### Selected gate families, run 1

Drawn at 4 px/um.
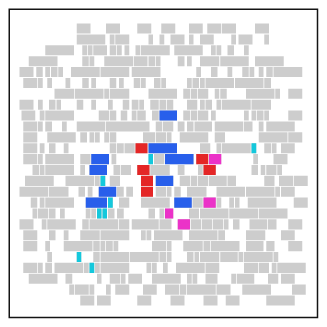
### Wiring by layer, run 1

Drawn at 4 px/um. Only two layers are drawn.
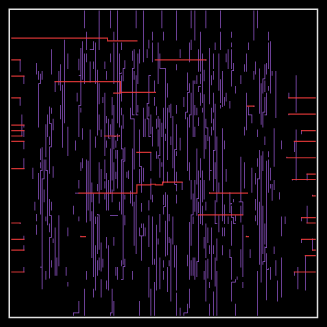
### Cell outlines without signal wires, run 1

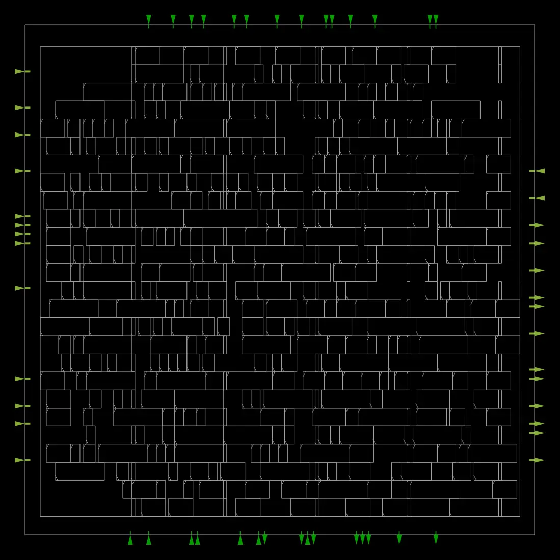
### config.mk
export PLATFORM = sky130hd
export DESIGN_NAME = addsub_sequencer
export DESIGN_NICKNAME = d
export VERILOG_FILES = /design/src/rtl/addsub_sequencer_pkg.sv /design/src/rtl/adder_subtractor.sv /design/src/rtl/addsub_sequencer.sv
export SDC_FILE = /design/constraint.sdc
export NUM_CORES = 1
export LEC_CHECK = 0
export ABC_CLOCK_PERIOD_IN_PS = 3270
export CAP_MARGIN = 5
export CORE_MARGIN = 2
export CORE_UTILIZATION = 50
export DETAILED_ROUTE_END_ITERATION = 10
export PLACE_DENSITY_LB_ADDON = 0.1
export SLEW_MARGIN = 5
export SYNTH_ARGS = -nofsm -noshare
export SYNTH_HDL_FRONTEND = slang
export SYNTH_SLANG_ARGS = --single-unit
### constraint.sdc
create_clock -name CLK -period 3.27 [get_ports CLK]
set_input_delay 0.327 -clock CLK [delete_from_list [all_inputs] [get_ports CLK]]
set_output_delay 0.327 -clock CLK [all_outputs]
set_load 0.005 [all_outputs]
### src/rtl/addsub_sequencer_pkg.sv
// rtl/addsub_sequencer_pkg.sv - shared constants and types for the nibble-serial add/sub sequencer
package addsub_sequencer_pkg;

  localparam int NIBBLE_W = 4;

  typedef enum logic [1:0] {
    S_IDLE = 2'd0,
    S_RUN  = 2'd1,
    S_FIN  = 2'd2
  } state_t;

  localparam logic MODE_ADD = 1'b0;
  localparam logic MODE_SUB = 1'b1;

  // Slice index width; a single-nibble build still needs a 1-bit counter.
  function automatic int idx_width(input int n);
    return (n > 1) ? $clog2(n) : 1;
  endfunction

endpackage

### src/rtl/adder_subtractor.sv
// rtl/adder_subtractor.sv - 4-bit add/subtract slice with carry out and signed overflow
module adder_subtractor (
  input  logic [3:0] A,
  input  logic [3:0] B,
  input  logic       CIN,
  input  logic       M,
  output logic [3:0] SUM,
  output logic       CAR,
  output logic       V
);

  logic [3:0] w_b;
  logic [3:0] w_lo;
  logic [4:0] w_full;

  // Subtract inverts B; the caller supplies the +1 through CIN.
  assign w_b    = B ^ {4{M}};
  assign w_lo   = {1'b0, A[2:0]} + {1'b0, w_b[2:0]} + {3'b000, CIN};
  assign w_full = {1'b0, A} + {1'b0, w_b} + {4'b0000, CIN};

  assign SUM = w_full[3:0];
  assign CAR = w_full[4];
  assign V   = w_lo[3] ^ w_full[4];

endmodule

### src/rtl/addsub_sequencer.sv
// rtl/addsub_sequencer.sv - feeds wide operands one nibble per cycle through a single 4-bit slice
module addsub_sequencer
  import addsub_sequencer_pkg::*;
#(
  parameter int NIBBLES = 4
) (
  input  logic                        CLK,
  input  logic                        RST,
  input  logic                        START,
  input  logic                        MODE,
  input  logic [NIBBLE_W*NIBBLES-1:0] OP_A,
  input  logic [NIBBLE_W*NIBBLES-1:0] OP_B,
  output logic                        READY,
  output logic                        DONE,
  output logic [NIBBLE_W*NIBBLES-1:0] RESULT,
  output logic                        COUT,
  output logic                        OVF
);

  localparam int W     = NIBBLE_W * NIBBLES;
  localparam int IDX_W = idx_width(NIBBLES);
  localparam logic [IDX_W-1:0] LAST_IDX = IDX_W'(NIBBLES - 1);

  state_t                r_state;
  logic [W-1:0]          r_opa;
  logic [W-1:0]          r_opb;
  logic                  r_mode;
  logic [IDX_W-1:0]      r_idx;
  logic                  r_carry;
  logic [W-1:0]          r_result;
  logic                  r_cout;
  logic                  r_ovf;
  logic                  r_done;
  logic                  r_ready;

  logic [NIBBLE_W-1:0]   w_a;
  logic [NIBBLE_W-1:0]   w_b;
  logic [NIBBLE_W-1:0]   w_sum;
  logic                  w_car;
  logic                  w_v;

  always_comb begin
    w_a = '0;
    w_b = '0;
    for (int n = 0; n < NIBBLES; n++) begin
      if (r_idx == IDX_W'(n)) begin
        w_a = r_opa[n*NIBBLE_W +: NIBBLE_W];
        w_b = r_opb[n*NIBBLE_W +: NIBBLE_W];
      end
    end
  end

  adder_subtractor u_slice (
    .A   (w_a),
    .B   (w_b),
    .CIN (r_carry),
    .M   (r_mode),
    .SUM (w_sum),
    .CAR (w_car),
    .V   (w_v)
  );

  always_ff @(posedge CLK) begin
    if (RST) begin
      r_state  <= S_IDLE;
      r_opa    <= '0;
      r_opb    <= '0;
      r_mode   <= MODE_ADD;
      r_idx    <= '0;
      r_carry  <= 1'b0;
      r_result <= '0;
      r_cout   <= 1'b0;
      r_ovf    <= 1'b0;
      r_done   <= 1'b0;
      r_ready  <= 1'b1;
    end else begin
      case (r_state)
        S_IDLE: begin
          r_done <= 1'b0;
          if (START) begin
            r_opa   <= OP_A;
            r_opb   <= OP_B;
            r_mode  <= MODE;
            r_idx   <= '0;
            // Carry-in of 1 completes the two's-complement negate of B.
            r_carry <= (MODE == MODE_SUB);
            r_ready <= 1'b0;
            r_state <= S_RUN;
          end
        end
        S_RUN: begin
          for (int n = 0; n < NIBBLES; n++) begin
            if (r_idx == IDX_W'(n)) begin
              r_result[n*NIBBLE_W +: NIBBLE_W] <= w_sum;
            end
          end
          r_carry <= w_car;
          if (r_idx == LAST_IDX) begin
            r_cout  <= w_car;
            r_ovf   <= w_v;
            r_done  <= 1'b1;
            r_state <= S_FIN;
          end else begin
            r_idx <= r_idx + IDX_W'(1);
          end
        end
        S_FIN: begin
          r_done  <= 1'b0;
          r_ready <= 1'b1;
          r_state <= S_IDLE;
        end
        default: begin
          r_done  <= 1'b0;
          r_ready <= 1'b1;
          r_state <= S_IDLE;
        end
      endcase
    end
  end

  assign READY  = r_ready;
  assign DONE   = r_done;
  assign RESULT = r_result;
  assign COUT   = r_cout;
  assign OVF    = r_ovf;

endmodule
==> notes.md, run 1 <==
Implementation results.

The met2 track demand over resource in global routing is around 32%. The synthesized netlist net count is 370. The total power is 1.66 mW. Yosys attributes the largest share of cell area to sky130_fd_sc_hd__dfxtp_1 (44%), sky130_fd_sc_hd__nand2_1 (13%), sky130_fd_sc_hd__a21oi_1 (11%), sky130_fd_sc_hd__ha_1 (3.3%), sky130_fd_sc_hd__a211oi_2 (2.8%).

The count of hold buffers inserted by post-cts repair is 0. Ranked by total area, the top cell class in this layout is combinational gates. The area fraction of clock buffers and clock inverters is 5.52%. The power per unit of standard cell area is approximately 500 mW/mm2. The required time of the critical path is between 3 and 4 ns. Per the post-synthesis report, the number of cells in the design is ~330.

Per the detail_route log, the uppermost layer with routed signals is met4. The first-pass GRT wire length is around 9.5 mm. The top cell type's share of synthesized area is a little over two fifths. The buffer and inverter count on the worst path is 3. Looking at the global route congestion table, the highest-usage layer is met2.

The longest individual stage delay on the worst path is 0.40 ns. Once placement completed, the tool counted placed cells totaling 430. Sequential cells account for 46.2% of the total power. The yosys stat cell total is roughly 330. The leakage power in the latest report is approximately 1.2 nW. The worst VDD IR drop from the latest analysis is approximately 0.38 mV. The post-layout net count is ~420. From the final report, the count of setup violators was given as 0. The highest achievable clock rate is between 300 and 400 MHz.

The post-layout minimum cycle time is ~3 ns. The kind of cell adding the most delay to the critical path is adder cells. The synthesized netlist has a Yosys-reported chip area of ~0.0026 mm2. The run finished with clean final reports. The most numerous cell in the Yosys netlist is sky130_fd_sc_hd__nand2_1. The cell-mix breakdown from Yosys lists the simple-gate area share as 22.4%.

TritonCTS built the clock tree. The startpoint of the worst hold path is RESULT[1]. In this run, power in flip-flops and latches comes to 0.767 mW. The number of max-cap violations is 0. The layout has 12 clock buffers. The combinational group share of total power is around 16%. The average cell area after synthesis is around 8.1 um2. On met3, the global router reports a usage of roughly 7.1%.

After global routing the overflow that remains totals 0. The multi-input combinational cell count is approximately 230. The transition time recorded at the tightest slew-check pin is 1.09 ns. The switching power summed over all nets is around 0.43 mW. The post-route worst setup slack is just over 0.3 ns. The max-slew check reports its worst relative slack as between 20 and 30%.

The pin count of the biggest net entering global routing is around 59. The most common flop cell mapped by yosys is sky130_fd_sc_hd__dfxtp_1. The well-tap cell count is around 70.
Back to the opening pictures, 'Selected gate families':
fa/ha/maj cells -> blue  # cells 9, most used ha_1, where center
inv cells -> cyan  # cells 8, most used inv_1
and/or cells -> magenta  # cells 4, most used and2_4
xor and xnor cells -> red  # cells 6, most used xnor2_1, where center
logic gate fraction of the total cell area: 39.0%
Non-Filler Instances: 445
most common cell after layout, fill and taps aside: sky130_fd_sc_hd__nand2_1

Back to the opening pictures, 'Wiring by layer':
metal 2 -> purple  # wire length 2,560 um
metal 3 -> red  # wire length 221 um
GRT Resource Usage Total: 20.5%
detailed-route wire length per cell: 12.6 um
Vias: 2,219
wire length after detailed routing: 5.61 mm

Back to the opening pictures, 'Cell outlines without signal wires':
Floorplan Core Area: 0.00511 mm2
fill cell instance count of the final layout: 479
floorplan row count: 26
seq_cells: 58

run 1: worst register-to-register path, stage by stage (launching register included):
cell	delay [ns]
sky130_fd_sc_hd__dfxtp_1	0.38
sky130_fd_sc_hd__inv_1	0.09
sky130_fd_sc_hd__ha_1	0.30
sky130_fd_sc_hd__buf_4	0.21
sky130_fd_sc_hd__a221oi_1	0.22
sky130_fd_sc_hd__nor3_1	0.07
sky130_fd_sc_hd__a21oi_1	0.16
sky130_fd_sc_hd__fa_1	0.20
sky130_fd_sc_hd__inv_1	0.05
sky130_fd_sc_hd__fa_1	0.40
sky130_fd_sc_hd__a21o_1	0.19
sky130_fd_sc_hd__a21oi_1	0.22
sky130_fd_sc_hd__xor2_1	0.20
sky130_fd_sc_hd__a211oi_2	0.09
### Zoomed window, run 1

Region (23, 23) to (53, 53) um. Cells in gray, sequential cells in the stronger gray; small squares are vias.
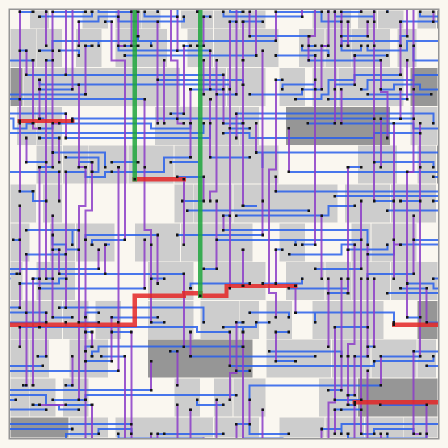

## Run 2: what changed since run 1
Settings changed: CAP_MARGIN 5 to 20.
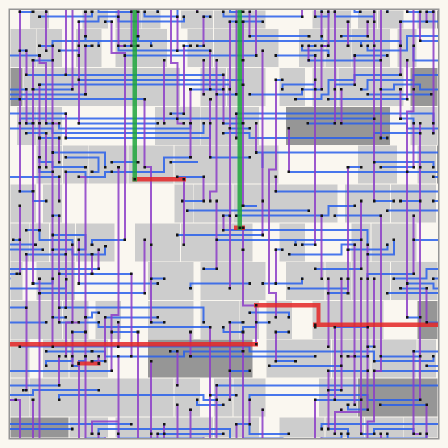
*Zoomed window, run 2*
Region (23, 23) to (53, 53) um. Cells in gray, sequential cells in the stronger gray; small squares are vias.
metal 4 -> green
metal 3 -> red
metal 1 -> blue
metal 2 -> purple
netlist names of flops here include = r_opa (2)
cells with their middle in the window = 83
sequential cells in the window = 4
most frequent = a21oi_1 (14), nand2_1 (9), nand3b_1 (7)

==> run 2 against run 1 <==
- sequential share of layout area decreased by 0.28 points
- clock skew decreased by 0.00052 ns
- worst setup slack got worse by 0.013 ns
- area after synthesis unchanged
- combinational power increased by 3%
- via count decreased by 0.23%
- count of clock-buffer cells in the layout unchanged
- die size unchanged
==> notes.md, run 2 <==
Implementation results.

The met2 track demand over resource in global routing is between 30 and 40%. The number of nets handed over by synthesis was about 370. The first global-routing pass estimated 9.52 mm of wire.

The total routing usage reported by global routing is around a fifth. In this run, flip-flops and latches consume about 46% of the power. The number of buffers and inverters on the critical path is 3. After detailed routing, the average wire length per cell comes to approximately 13 um. The total power is ~1.7 mW. The pin count of the biggest net entering global routing is between 50 and 60. The cell type taking the most area is combinational gates.

The worst relative slew slack is between 20 and 30%. The flow reported a cell area power density of 493 mW/mm2. The met3 usage in global routing is under 10%. The worst supply voltage drop on vdd is around 0.37 mV. The run finished with clean final reports. The longest individual stage delay on the worst path is 0.40 ns.

The final route contains about 2,200 vias. In the post-synthesis netlist, the biggest area contributors are sky130_fd_sc_hd__dfxtp_1 (44%), sky130_fd_sc_hd__nand2_1 (13%), sky130_fd_sc_hd__a21oi_1 (11%), sky130_fd_sc_hd__ha_1 (3.3%), sky130_fd_sc_hd__a211oi_2 (2.8%). In this run, post-CTS hold repair placed 0 buffers.

Setup violations remaining at the end of the flow were counted as 0. The total congestion overflow after global routing is 0. After the last flow step, the layout net total stands at approximately 420. The highest achievable clock rate is 336 MHz. For this block, the routed nets add up to between 5 and 6 mm of wire. In the synthesis report, Yosys lists the chip area as 0.00264 mm2. TritonCTS built the clock tree. The combinational group share of total power is approximately 16%. The required time of the critical path is ~3.4 ns. Counting every instance in the synthesized netlist gives around 330. The tool flagged a number of max-cap violations equal to 0.
## run 2: cell counts after synthesis
No cell type changed its count.
## run 2: power by group through the flow
| stage | clock network (mW) | logic, mW | registers [mW] |
|---|---|---|---|
| floorplan | 0 | 0.171 | 0.775 |
| detailed placement | 0 | 0.261 | 0.782 |
| CTS | 0.640 | 0.264 | 0.767 |
| global placement | 0 | 0.257 | 0.781 |
| global route | 0.674 | 0.299 | 0.771 |
| finish | 0.630 | 0.269 | 0.767 |
## run 2: final timing paths
path,start,to,slack [ns],depth (start not counted)
worst max-delay path,r_idx[0],OVF,0.30,13
worst min-delay path,RESULT[1],RESULT[1],0.45,2
worst max register to register,r_idx[0],OVF,0.30,13
worst min register to register,RESULT[1],RESULT[1],0.45,2
### Selected gate families, run 2

Drawn at 4 px/um.
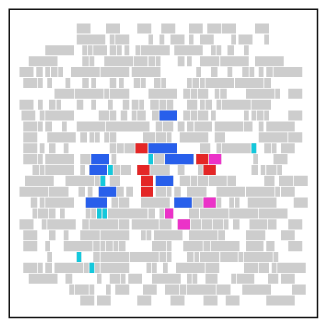

## Run 3: what changed since run 2
Settings changed: CORE_UTILIZATION 50 to 25.
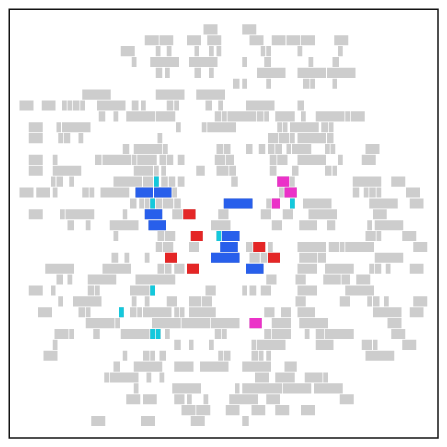
*Selected gate families, run 3*
Drawn at 4 px/um.
inv cells -> cyan  # cells 8, most used inv_1
and/or cells -> magenta  # cells 4, most used and2_4
fa/ha/maj cells -> blue  # cells 9, most used ha_1, where center
xor and xnor cells -> red  # cells 6, most used xnor2_1, where center
Non-Filler Instances: 515
logic gate fraction of the total cell area: 37.4%

==> run 3 against run 2 <==
- synthesized cell count did not move
- clock power fell by 3.2%
- fmax rose by 0.77%
- area after synthesis did not move
- core utilization fell by 32 points
- flip-flop count did not move
- routed wire length rose by 16%
==> notes.md, run 3 <==
Implementation results.

The area fraction in and, or, nand and nor cells is about 22%. Along the critical path, the tally of buffer and inverter instances is 3. After the last flow step, the layout net total stands at 419.

The flow ran to the end, and the final reports show no timing, DRC or antenna violations. The logic depth of the worst setup path including buffers is 13. The clock tree from TritonCTS is built. The yosys stat cell total is between 300 and 400. The post-detailed-routing wire length is 6.66 mm. Per the post-synthesis report, the number of cells in the design is 325. The total routing usage reported by global routing is between 10% and 20%. For the worst setup path, the data required time is 3.50 ns. The transition time at the pin with the least slew margin is 0.602 ns. The average cell area after synthesis is 8.13 um2. The detailed router placed between 2,000 and 2,500 vias in this run.

The post-route worst setup slack is 0.320 ns. The worst relative slew slack is approximately 60%. The met2 track demand over resource in global routing is 20.2%. The critical path endpoint is OVF. In this run, post-CTS hold repair placed 0 buffers.

The met3 usage in global routing is around 3.3%. The final sequential cell count is 58. The total congestion overflow after global routing is 0.

The wire length per cell is ~13 um. The post-layout minimum cycle time is about 3.0 ns. The worst supply voltage drop on vdd is roughly 0.15 mV. The most common flop cell mapped by yosys is sky130_fd_sc_hd__dfxtp_1.

The timing report gives the worst reg2reg path a setup slack of approximately 0.32 ns. The top cell type's share of synthesized area is a little over two fifths. Entering global routing, the biggest net connects ~59 pins.

The global-route layer with the greatest usage is met2. The flow inserted 136 tap cells. The total leakage power is roughly 1.3 nW. The worst flop-to-flop path startpoint is r_idx[1]. The number of nets in the synthesized netlist is approximately 370.
## run 3: cell counts after synthesis
Identical to the previous run, type by type.
## run 3: worst min-delay path by stage
| stage | start | endpoint | depth (start not counted) |
|---|---|---|---|
| floorplan | r_opa[0] | r_opa[0] | 2 |
| finish | RESULT[5] | RESULT[5] | 2 |
| CTS | RESULT[5] | RESULT[5] | 2 |
| detailed placement | RESULT[5] | RESULT[5] | 2 |
| global route | RESULT[7] | RESULT[7] | 2 |
| global placement | RESULT[5] | RESULT[5] | 2 |
## run 3: power by group
group / internal, mW / switching [mW] / total, mW
logic: 0.133 / 0.144 / 0.277
registers: 0.744 / 0.0237 / 0.768
clock network: 0.335 / 0.275 / 0.610
total: 1.21 / 0.443 / 1.65
Power figures rest on the tool's default switching activity, not on a simulated workload.
